**Run 1: the metal 1 layer**

(3 px per um) Cells faint in the background.
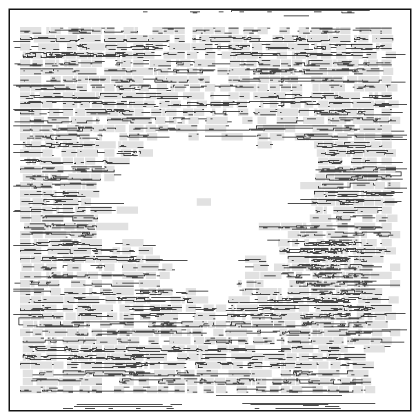
**Run 1: M2 wires**

(4 px per um)
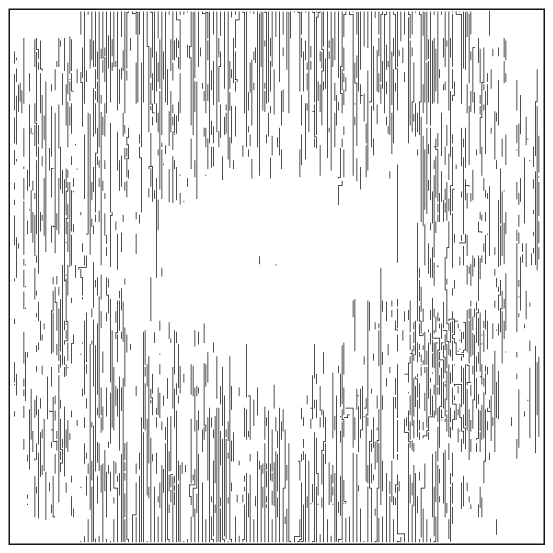
**Run 1: M3 wires**

(2 px per um) Cells faint in the background.
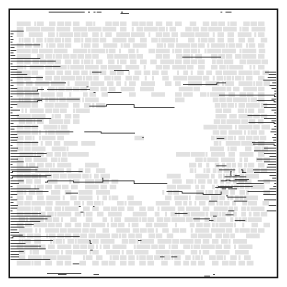
**Run 1: signal wires on met4**

(2 px per um) Cells faint in the background.
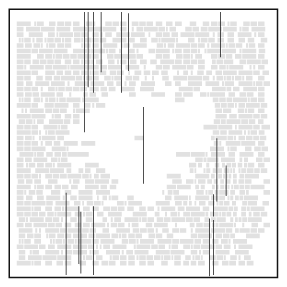
[src/rtl/core_pipe_pkg.sv]
// +-----------------------------------------------------------------------+
// | core_pipe_pkg: shared widths and control-bundle layout. Rev 1.0        |
// +-----------------------------------------------------------------------+
`default_nettype none

package core_pipe_pkg;
  localparam int XLEN_DEF = 32;
  localparam int CTRL_W   = 9;

  localparam int CTRL_REGWRITE = 0;
  localparam int CTRL_MEMREAD  = 1;
  localparam int CTRL_MEMWRITE = 2;
  localparam int CTRL_MEMTOREG = 3;
  localparam int CTRL_ALUSRC   = 4;
  localparam int CTRL_BRANCH   = 5;
  localparam int CTRL_JUMP     = 6;
  localparam int CTRL_ALUOP_LO = 7;
  localparam int CTRL_ALUOP_HI = 8;

  localparam logic [CTRL_W-1:0] CTRL_NOP = '0;
endpackage

`default_nettype wire

[src/rtl/load_use_detect.sv]
// +-----------------------------------------------------------------------+
// | load_use_detect: flags an ID consumer of a load still in EX. Rev 1.0   |
// +-----------------------------------------------------------------------+
`default_nettype none

module load_use_detect (
  input  logic       i_ex_valid,
  input  logic       i_ex_memread,
  input  logic [4:0] i_ex_rd,
  input  logic       i_id_valid,
  input  logic [4:0] i_id_rs1,
  input  logic [4:0] i_id_rs2,
  input  logic       i_id_uses_rs1,
  input  logic       i_id_uses_rs2,
  output logic       o_hz
);
  logic w_rs1_hit;
  logic w_rs2_hit;

  assign w_rs1_hit = i_id_uses_rs1 && (i_id_rs1 == i_ex_rd);
  assign w_rs2_hit = i_id_uses_rs2 && (i_id_rs2 == i_ex_rd);

  // x0 is never a real producer, so a load targeting it cannot stall.
  assign o_hz = i_ex_valid && i_ex_memread && (i_ex_rd != 5'd0) && i_id_valid
                && (w_rs1_hit || w_rs2_hit);
endmodule

`default_nettype wire

[src/rtl/id_ex_stage_reg.sv]
// +-----------------------------------------------------------------------+
// | id_ex_stage_reg: ID/EX register, load-use bubbles, stall counter.      |
// | Rev 1.0                                                                |
// +-----------------------------------------------------------------------+
`default_nettype none

module id_ex_stage_reg
  import core_pipe_pkg::*;
#(
  parameter int XLEN   = XLEN_DEF,
  parameter int CTRL_W = core_pipe_pkg::CTRL_W,
  parameter int CNT_W  = 16
) (
  input  logic              clk,
  input  logic              rst,
  input  logic              id_valid,
  input  logic [XLEN-1:0]   id_pc,
  input  logic [4:0]        id_rs1,
  input  logic [4:0]        id_rs2,
  input  logic [4:0]        id_rd,
  input  logic              id_uses_rs1,
  input  logic              id_uses_rs2,
  input  logic [XLEN-1:0]   id_rs1_data,
  input  logic [XLEN-1:0]   id_rs2_data,
  input  logic [XLEN-1:0]   id_imm,
  input  logic [3:0]        id_funct,
  input  logic [CTRL_W-1:0] id_ctrl,
  input  logic              flush,
  input  logic              hold,
  output logic              ID_EX_valid,
  output logic [XLEN-1:0]   ID_EX_pc,
  output logic [XLEN-1:0]   ID_EX_rs1_data,
  output logic [XLEN-1:0]   ID_EX_rs2_data,
  output logic [XLEN-1:0]   ID_EX_imm,
  output logic [4:0]        ID_EX_rs1,
  output logic [4:0]        ID_EX_rs2,
  output logic [4:0]        ID_EX_rd,
  output logic [3:0]        ID_EX_funct,
  output logic [CTRL_W-1:0] ID_EX_ctrl,
  output logic              PCWrite,
  output logic              IF_ID_Write,
  output logic              load_use_stall,
  output logic [CNT_W-1:0]  stall_count
);
  logic              r_valid;
  logic [XLEN-1:0]   r_pc;
  logic [XLEN-1:0]   r_rs1_data;
  logic [XLEN-1:0]   r_rs2_data;
  logic [XLEN-1:0]   r_imm;
  logic [4:0]        r_rs1;
  logic [4:0]        r_rs2;
  logic [4:0]        r_rd;
  logic [3:0]        r_funct;
  logic [CTRL_W-1:0] r_ctrl;
  logic [CNT_W-1:0]  r_stall_count;
  logic              w_hz;
  logic              w_stall;
  logic              w_bubble;

  load_use_detect u_load_use_detect (
    .i_ex_valid    (r_valid),
    .i_ex_memread  (r_ctrl[CTRL_MEMREAD]),
    .i_ex_rd       (r_rd),
    .i_id_valid    (id_valid),
    .i_id_rs1      (id_rs1),
    .i_id_rs2      (id_rs2),
    .i_id_uses_rs1 (id_uses_rs1),
    .i_id_uses_rs2 (id_uses_rs2),
    .o_hz          (w_hz)
  );

  // A flushed consumer is being discarded, so it must not hold the front end.
  assign w_stall  = w_hz && !flush;
  assign w_bubble = flush || (!hold && w_stall);

  always_ff @(posedge clk) begin
    if (rst || w_bubble) begin
      r_valid    <= 1'b0;
      r_pc       <= '0;
      r_rs1_data <= '0;
      r_rs2_data <= '0;
      r_imm      <= '0;
      r_rs1      <= '0;
      r_rs2      <= '0;
      r_rd       <= '0;
      r_funct    <= '0;
      r_ctrl     <= CTRL_NOP;
    end else if (!hold) begin
      r_valid    <= id_valid;
      r_pc       <= id_pc;
      r_rs1_data <= id_rs1_data;
      r_rs2_data <= id_rs2_data;
      r_imm      <= id_imm;
      r_rs1      <= id_rs1;
      r_rs2      <= id_rs2;
      r_rd       <= id_rd;
      r_funct    <= id_funct;
      r_ctrl     <= id_valid ? id_ctrl : CTRL_NOP;
    end
  end

  always_ff @(posedge clk) begin
    if (rst) begin
      r_stall_count <= '0;
    end else if (w_stall && !hold && (r_stall_count != {CNT_W{1'b1}})) begin
      r_stall_count <= r_stall_count + 1'b1;
    end
  end

  assign ID_EX_valid    = r_valid;
  assign ID_EX_pc       = r_pc;
  assign ID_EX_rs1_data = r_rs1_data;
  assign ID_EX_rs2_data = r_rs2_data;
  assign ID_EX_imm      = r_imm;
  assign ID_EX_rs1      = r_rs1;
  assign ID_EX_rs2      = r_rs2;
  assign ID_EX_rd       = r_rd;
  assign ID_EX_funct    = r_funct;
  assign ID_EX_ctrl     = r_ctrl;
  assign load_use_stall = w_stall;
  assign PCWrite        = !(w_stall || hold);
  assign IF_ID_Write    = !(w_stall || hold);
  assign stall_count    = r_stall_count;
endmodule

`default_nettype wire

[config.mk]
export PLATFORM = sky130hd
export DESIGN_NAME = id_ex_stage_reg
export DESIGN_NICKNAME = d
export VERILOG_FILES = /design/src/rtl/core_pipe_pkg.sv /design/src/rtl/load_use_detect.sv /design/src/rtl/id_ex_stage_reg.sv
export SDC_FILE = /design/constraint.sdc
export NUM_CORES = 1
export LEC_CHECK = 0
export ABC_CLOCK_PERIOD_IN_PS = 2500
export CORE_MARGIN = 3
export CORE_UTILIZATION = 41
export CTS_BUF_LIST = sky130_fd_sc_hd__clkbuf_8
export DETAILED_ROUTE_END_ITERATION = 6
export PLACE_DENSITY = 0.93
export SYNTH_ARGS = -nofsm -noshare
export SYNTH_HDL_FRONTEND = slang
export SYNTH_SLANG_ARGS = --single-unit
[constraint.sdc]
create_clock -name clk -period 2.5 [get_ports clk]
set_input_delay 0.25 -clock clk [delete_from_list [all_inputs] [get_ports clk]]
set_output_delay 0.25 -clock clk [all_outputs]
set_load 0.01 [all_outputs]
==> impl_metrics.tcl, run 1 <==
# collected from the flow reports
set metrics [dict create \
    cp.arrival_ns 2.13 \
    status "finished clean" \
    num_rows 45 \
    top_area_share_pct 52.1 \
    grt_pass1_vias 6049 \
    whs_endpoint "ID_EX_valid" \
    viasPerCell 4.93 \
    whs_ns 0.361 \
    detail_route.wl_per_cell_um 17.2 \
    adder_share_pct 0.188 \
    ys_sh_mux_pct 23.4 \
    cp.required_ns 2.25 \
    avgSynthCellArea_sq_um 10.3 \
    power.switching_uw 1400 \
    dr_wl_met3_um 1540 \
    reg2reg_from "ID_EX_rd[0]" \
    worstReg2RegEnd "stall_count[5]" \
    syn2layout_area_growth_pct 59.4 \
    layout_setup_ws_ns 0.117 \
    ios 339 \
    drt_pass1_iterations 5 \
    crit_chain "xor2_1 > nor4_2 > buf_4 > a32oi_2 > nor2_2 > buf_4 > dlygate4sd2_1" \
    rsz0062_at_grt "false" \
    grt_busiest_layer "met2" \
    simple_gate_share_pct 15.1 \
    grt_max_degree 80 \
    ys_seq_share_pct 52.1 \
    powerComb_uw 834 \
    fp_nets 808 \
    hold_buffers 0 \
    clk-power_uw 1840 \
    utilization_pct 68.2 \
    fmax_mhz 420 \
    m1WireLength_um 7800 \
    drc 0 \
    warning_count 26 \
    cellInternalPower_uw 4160 \
    common_cells "dfxtp_1 (173), nor2_1 (169), mux2i_1 (147)" \
    multiInputCombCellCount 424 \
    hold_viol 0 \
    finClkSkew_ns 0.0194 \
    antenna_found_initial 0 \
    initCoreUtil_pct 42.8 \
    comb_area_sq_mm 0.00291 \
    antenna_cells 0 \
    endpoint "load_use_stall" \
    cts_inserted_buffers 17 \
    clkTransAtPathRegs_ns 0.08 \
    cpPeakStageDelay_ns 0.37 \
    grt_overflow 0 \
    reg2regPathDepth 7 \
    ant_nets 0 \
    cts_tree "built" \
    seqCellArea_sq_mm 0.00347 \
    preCtsSetupSlack_ns -0.153 \
    ys_cells 644 \
    seq_cell_power_uw 2880 \
    cts.sinks 173 \
    dp_cells 1164 \
]
Notes on 'the metal 1 layer' above:
wire length on this layer: 7800 um
share of all routed wire: 38%
main direction: horizontal
longest straight run: 46.0 um
nets with wire on the layer: 1018
GR Util met1: 24.9%
final WL: 20600 um
Via Count: 5902

Notes on 'M2 wires' above:
longest straight run: 59.2 um
share of all routed wire: 52%
wire length on this layer: 10700 um
routing usage on met2: 40.0%

Notes on 'M3 wires' above:
share of all routed wire: 7.5%
wire length on this layer: 1540 um
GR Layer Usage met3: 8.04%

Notes on 'signal wires on met4' above:
wire length on this layer: 543 um
longest straight run: 59.8 um
main direction: vertical

-- run 1: worst max-delay path: cells and delay by family, from the launching register on --
kind                   cells  cell delay, ns
flip-flops                 1            0.37
buffers and inverters      3            0.56
AND-OR/OR-AND              1            0.06
XOR/XNOR                   1            0.19
AND/OR/NAND/NOR            2            0.53
-- run 1: layout by cell type (no fill, tap or decap), types with 4 or more instances in the layout --
master	instances
clkdlybuf4s50_1	334
clkbuf_8	19
a22oi_1	9
or4_1	11
nor2_1	168
mux2_2	6
buf_4	11
inv_6	4
buf_12	6
nor2b_1	8
dfxtp_1	171
nand4_1	9
nor3_1	4
nand2_1	8
xor2_1	8
a21oi_1	10
mux2i_1	147
o31ai_1	6
**Run 1: routing congestion map**

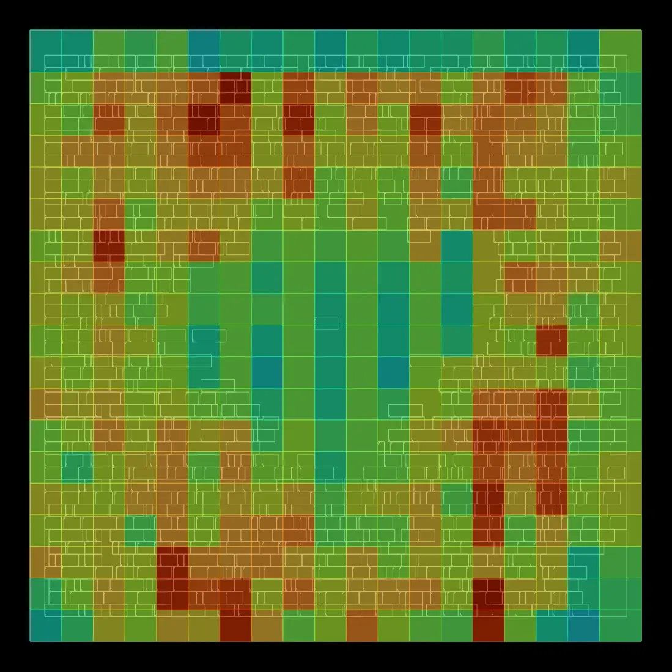

==> run 2: changes to the inputs <==
--- a/config.mk
+++ b/config.mk
@@ -5,12 +5,14 @@
 export SDC_FILE = /design/constraint.sdc
 export NUM_CORES = 1
 export LEC_CHECK = 0
-export ABC_CLOCK_PERIOD_IN_PS = 2500
+export ABC_CLOCK_PERIOD_IN_PS = 2000
+export CAP_MARGIN = 40
 export CORE_MARGIN = 3
-export CORE_UTILIZATION = 41
+export CORE_UTILIZATION = 37
 export CTS_BUF_LIST = sky130_fd_sc_hd__clkbuf_8
+export CTS_CLUSTER_SIZE = 16
 export DETAILED_ROUTE_END_ITERATION = 6
-export PLACE_DENSITY = 0.93
+export PLACE_DENSITY = 0.89
 export SYNTH_ARGS = -nofsm -noshare
 export SYNTH_HDL_FRONTEND = slang
 export SYNTH_SLANG_ARGS = --single-unit
==> constraint.sdc (replaced) <==
create_clock -name clk -period 2 [get_ports clk]
set_input_delay 0.2 -clock clk [delete_from_list [all_inputs] [get_ports clk]]
set_output_delay 0.2 -clock clk [all_outputs]
set_load 0.01 [all_outputs]
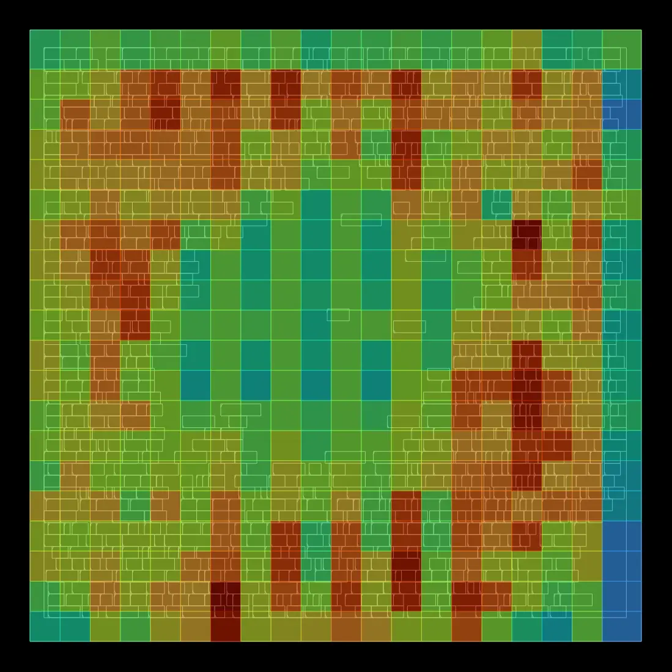
**Above:** run 2 (routing congestion map).
GR Util met1: 24.1%
routing usage on met2: 37.9%
GR Layer Usage met3: 6.76%
post-layout util: 68.4%

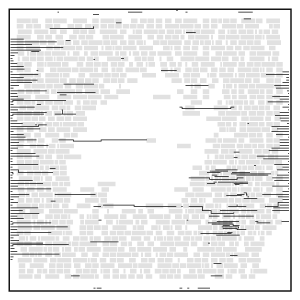
**Above:** run 2 (M3 wires).
(2 px per um) Cells faint in the background.
longest straight run: 28.3 um
wire length on this layer: 1620 um
Via Count: 6344
final WL: 24400 um

==> run 2 against run 1 <==
- clock skew increased by 0.0074 ns
- setup slack worse by 0.32 ns
- core utilization grew 0.22 points
- register-to-register slack got worse by 0.46 ns
- critical endpoint is now ID_EX_rs1[0]
- combinational power increased by 55%
- hold slack lost 0.17 ns
- synthesized cell count unchanged
- via count is 7.5% higher
- largest power group unchanged
- largest cell class unchanged
- non-clock buffer count increased by 56
- count of clock-buffer cells in the layout stayed put
- the flow now finishes with violations (setup timing)
- area after synthesis unchanged
==> impl_metrics.tcl, run 2 <==
# collected from the flow reports
set metrics [dict create \
    cp.required_ns 2.40 \
    n_clock_buffer 18 \
    violations "setup timing" \
    clkTransAtPathRegs_ns 0.10 \
    h-tree-depth 4 \
    fillers 1226 \
    cp_num_buf_inv 5 \
    cts.sinks 173 \
    num_rows 48 \
    setup-tns-final_ns -21.08 \
    lay_top_cells "clkdlybuf4s50_1 (334), dfxtp_1 (162), mux2i_1 (147)" \
    drt_pass1_iterations 5 \
    hold_viol 0 \
    finClkSkew_ns 0.0268 \
    warning_count 28 \
    dominant_cells "buffers" \
    crit_chain "or4_4 > o21ai_4 > buf_6 > buf_6 > nand2b_4 > o21ai_4 > buf_12 > buf_12 > clkbuf_16 > nor2_1" \
    fmax_mhz 454 \
    grt_max_degree 96 \
    grt_busiest_layer "met2" \
    syn2layout_area_growth_pct 79.2 \
    status "finished with violations" \
    preCtsSetupSlack_ns -0.364 \
    cts_tree "built" \
    seq_cell_power_uw 3600 \
    rsz0062_at_grt "true" \
    multiInputCombCellCount 424 \
    viasPerCell 5.01 \
    drc 0 \
    grt_overflow 0 \
    grt_pass1_vias 6232 \
    comb_area_sq_mm 0.00344 \
    antenna_cells 0 \
    critical-path-slowest-cell "or4_4" \
    cpPeakStageDelay_ns 0.55 \
    power.switching_uw 2090 \
    crit_family "simple AND/OR/NAND/NOR gates" \
    initCoreUtil_pct 38.2 \
    top_area_share_pct 52.1 \
    clk-power_uw 2460 \
    setup_viol 168 \
    dr_wl_met3_um 1620 \
    detail_route.wl_per_cell_um 19.3 \
    cp.arrival_ns 2.60 \
    antenna_found_initial 0 \
    ys_sh_mux_pct 23.4 \
    common_cells "dfxtp_1 (173), nor2_1 (169), mux2i_1 (147)" \
    dp_cells 1215 \
    seqCellArea_sq_mm 0.00348 \
    ys_cells 644 \
    avgSynthCellArea_sq_um 10.3 \
    whs_ns 0.193 \
    lay_top_count "clkdlybuf4s50_1" \
    fp_nets 808 \
    cellInternalPower_uw 5260 \
    ys_seq_share_pct 52.1 \
    layout_setup_ws_ns -0.201 \
    ant_nets 0 \
    port-buffer-count 338 \
    m1WireLength_um 9280 \
    simple_gate_share_pct 15.1 \
    top_area_cell "dfxtp_1" \
    clkPwrFrac_pct 33.5 \
    powerComb_uw 1290 \
    ios 339 \
]
## run 2: cell counts after synthesis
Identical to the previous run, type by type.
## run 2: path summary, 6_finish.rpt
check | from | to | slack [ns] | cells after the start
worst min register to register | ID_EX_rs2_data[27] | ID_EX_rs2_data[27] | 0.50 | 2
worst min-delay path | hold | ID_EX_pc[1] | 0.19 | 3
worst max register to register | ID_EX_rd[1] | ID_EX_rs1[0] | -0.20 | 10
worst max-delay path | ID_EX_rd[1] | ID_EX_rs1[0] | -0.20 | 10
## run 2: worst reg2reg max path, stage by stage, from the launching register on
cell,delay (ns)
dfxtp_2,0.35
or4_4,0.55
o21ai_4,0.18
buf_6,0.14
buf_6,0.09
nand2b_4,0.13
o21ai_4,0.07
buf_12,0.17
buf_12,0.15
clkbuf_16,0.17
nor2_1,0.14
**Run 2: the metal 1 layer**

(3 px per um) Cells faint in the background.
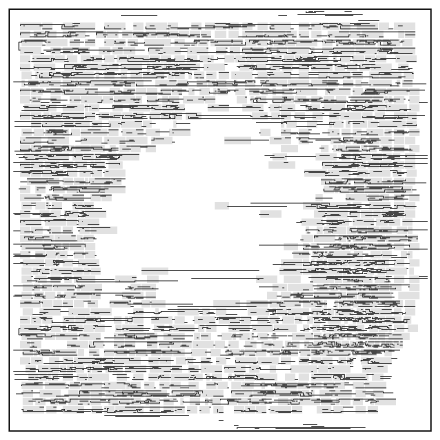

==> run 3: changes to the inputs <==
--- a/config.mk
+++ b/config.mk
@@ -13,6 +13,7 @@
 export CTS_CLUSTER_SIZE = 16
 export DETAILED_ROUTE_END_ITERATION = 6
 export PLACE_DENSITY = 0.89
+export SKIP_CTS_REPAIR_TIMING = 1
 export SYNTH_ARGS = -nofsm -noshare
 export SYNTH_HDL_FRONTEND = slang
 export SYNTH_SLANG_ARGS = --single-unit
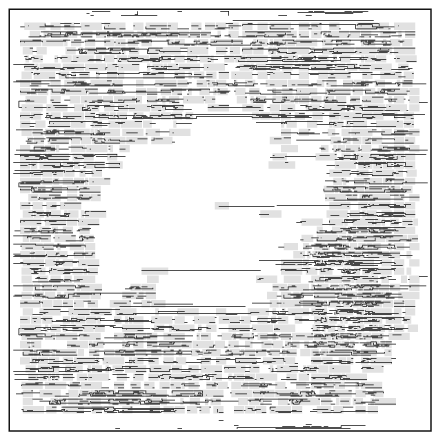
**Above:** run 3 (the metal 1 layer).
(3 px per um) Cells faint in the background.
Via Count: 6144
GR Util met1: 24.0%

==> run 3 against run 2 <==
- the run still ends with setup timing left
- setup slack worse by 0.030 ns
- flip-flop count is the same
- die area stayed put
- area after synthesis unchanged
- register-to-register slack lost 0.03 ns
- power decreased by 2.6%
- highest routed layer unchanged
==> impl_metrics.tcl, run 3 <==
# collected from the flow reports
set metrics [dict create \
    status "finished with violations" \
    violations "setup timing" \
    lay_top_count "clkdlybuf4s50_1" \
    cts.sinks 173 \
    cpPeakStageDelay_ns 0.57 \
    whs_endpoint "ID_EX_pc[1]" \
    cp.arrival_ns 2.62 \
    dp_cells 1215 \
    crit_family "simple AND/OR/NAND/NOR gates" \
    hold_viol 0 \
    layout_setup_ws_ns -0.230 \
    preCtsSetupSlack_ns -0.364 \
    grt_util_met2_pct 36.2 \
    lay_top_cells "clkdlybuf4s50_1 (334), dfxtp_1 (172), mux2i_1 (147)" \
    whs_path_depth 3 \
    drt_pass1_iterations 4 \
    grt_max_degree 96 \
    top_area_cell "dfxtp_1" \
    ys_cells 644 \
    clk-power_uw 2430 \
    common_cells "dfxtp_1 (173), nor2_1 (169), mux2i_1 (147)" \
    syn2layout_area_growth_pct 68.2 \
    startpoint "ID_EX_rd[0]" \
    whs_ns 0.178 \
    reg2regPathDepth 10 \
    cp.required_ns 2.39 \
    worst-path-stages 10 \
    worstReg2RegEnd "ID_EX_imm[3]" \
    powerComb_uw 1130 \
    ys_seq_share_pct 52.1 \
    setup_viol 175 \
    clkPwrFrac_pct 33.9 \
    reg2reg_from "ID_EX_rd[0]" \
    antenna_found_initial 0 \
    ant_nets 0 \
    grt_pass1_vias 6074 \
    viasPerCell 4.90 \
    crit_chain "or4_4 > o21ai_4 > buf_4 > buf_4 > nand2b_4 > o21ai_4 > buf_12 > buf_12 > clkbuf_16 > nor2_1" \
    m1WireLength_um 8470 \
    num_rows 48 \
    cellInternalPower_uw 5200 \
    warning_count 27 \
    initCoreUtil_pct 38.2 \
    fmax_mhz 448 \
    cp_num_buf_inv 5 \
    setup-tns-final_ns -30.11 \
    avgSynthCellArea_sq_um 10.3 \
    ios 339 \
    antenna_cells 0 \
    utilization_pct 64.2 \
    min_from "hold" \
    grt_overflow 0 \
    port-buffer-count 338 \
    power.switching_uw 1960 \
]
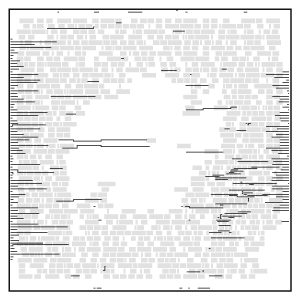
**Above:** run 3 (M3 wires).
(2 px per um) Cells faint in the background.
wire length on this layer: 1520 um
share of all routed wire: 7.0%
longest straight run: 28.3 um
main direction: horizontal
final WL: 21700 um
GR Layer Usage met3: 6.66%

==> run 3: cell types whose count changed in the layout (fill, tap and decap cells not counted), moves of 4 or more <==
cell / delta
buf_8: -4
nor2_1: +58
buf_6: -9
clkbuf_16: -7
dfxtp_2: -8
nor2_4: -43
nor2_2: -15
dfxtp_1: +10
buf_4: +7
==> run 3: cells by family after synthesis <==
family          Yosys count  share of synthesized area (%)
simple gates            228                           15.1
xor+xnor                 10                           1.32
flops                   173                           52.1
mux                     154                           23.4
fa+ha+maj                 1                          0.188
compound gates           31                           3.29
buf+inv                  47                           4.61
==> run 3: cell type report <==
type	count	area, sq um
fill	1349	6230
timing repair buffer	398	4030
sequential	173	3460
multi-input combinational	424	3020
tap	225	282
clock buffer	18	248
clock inverter	14	146
inverter	2	7.51
Power and IR drop assume default switching activity.
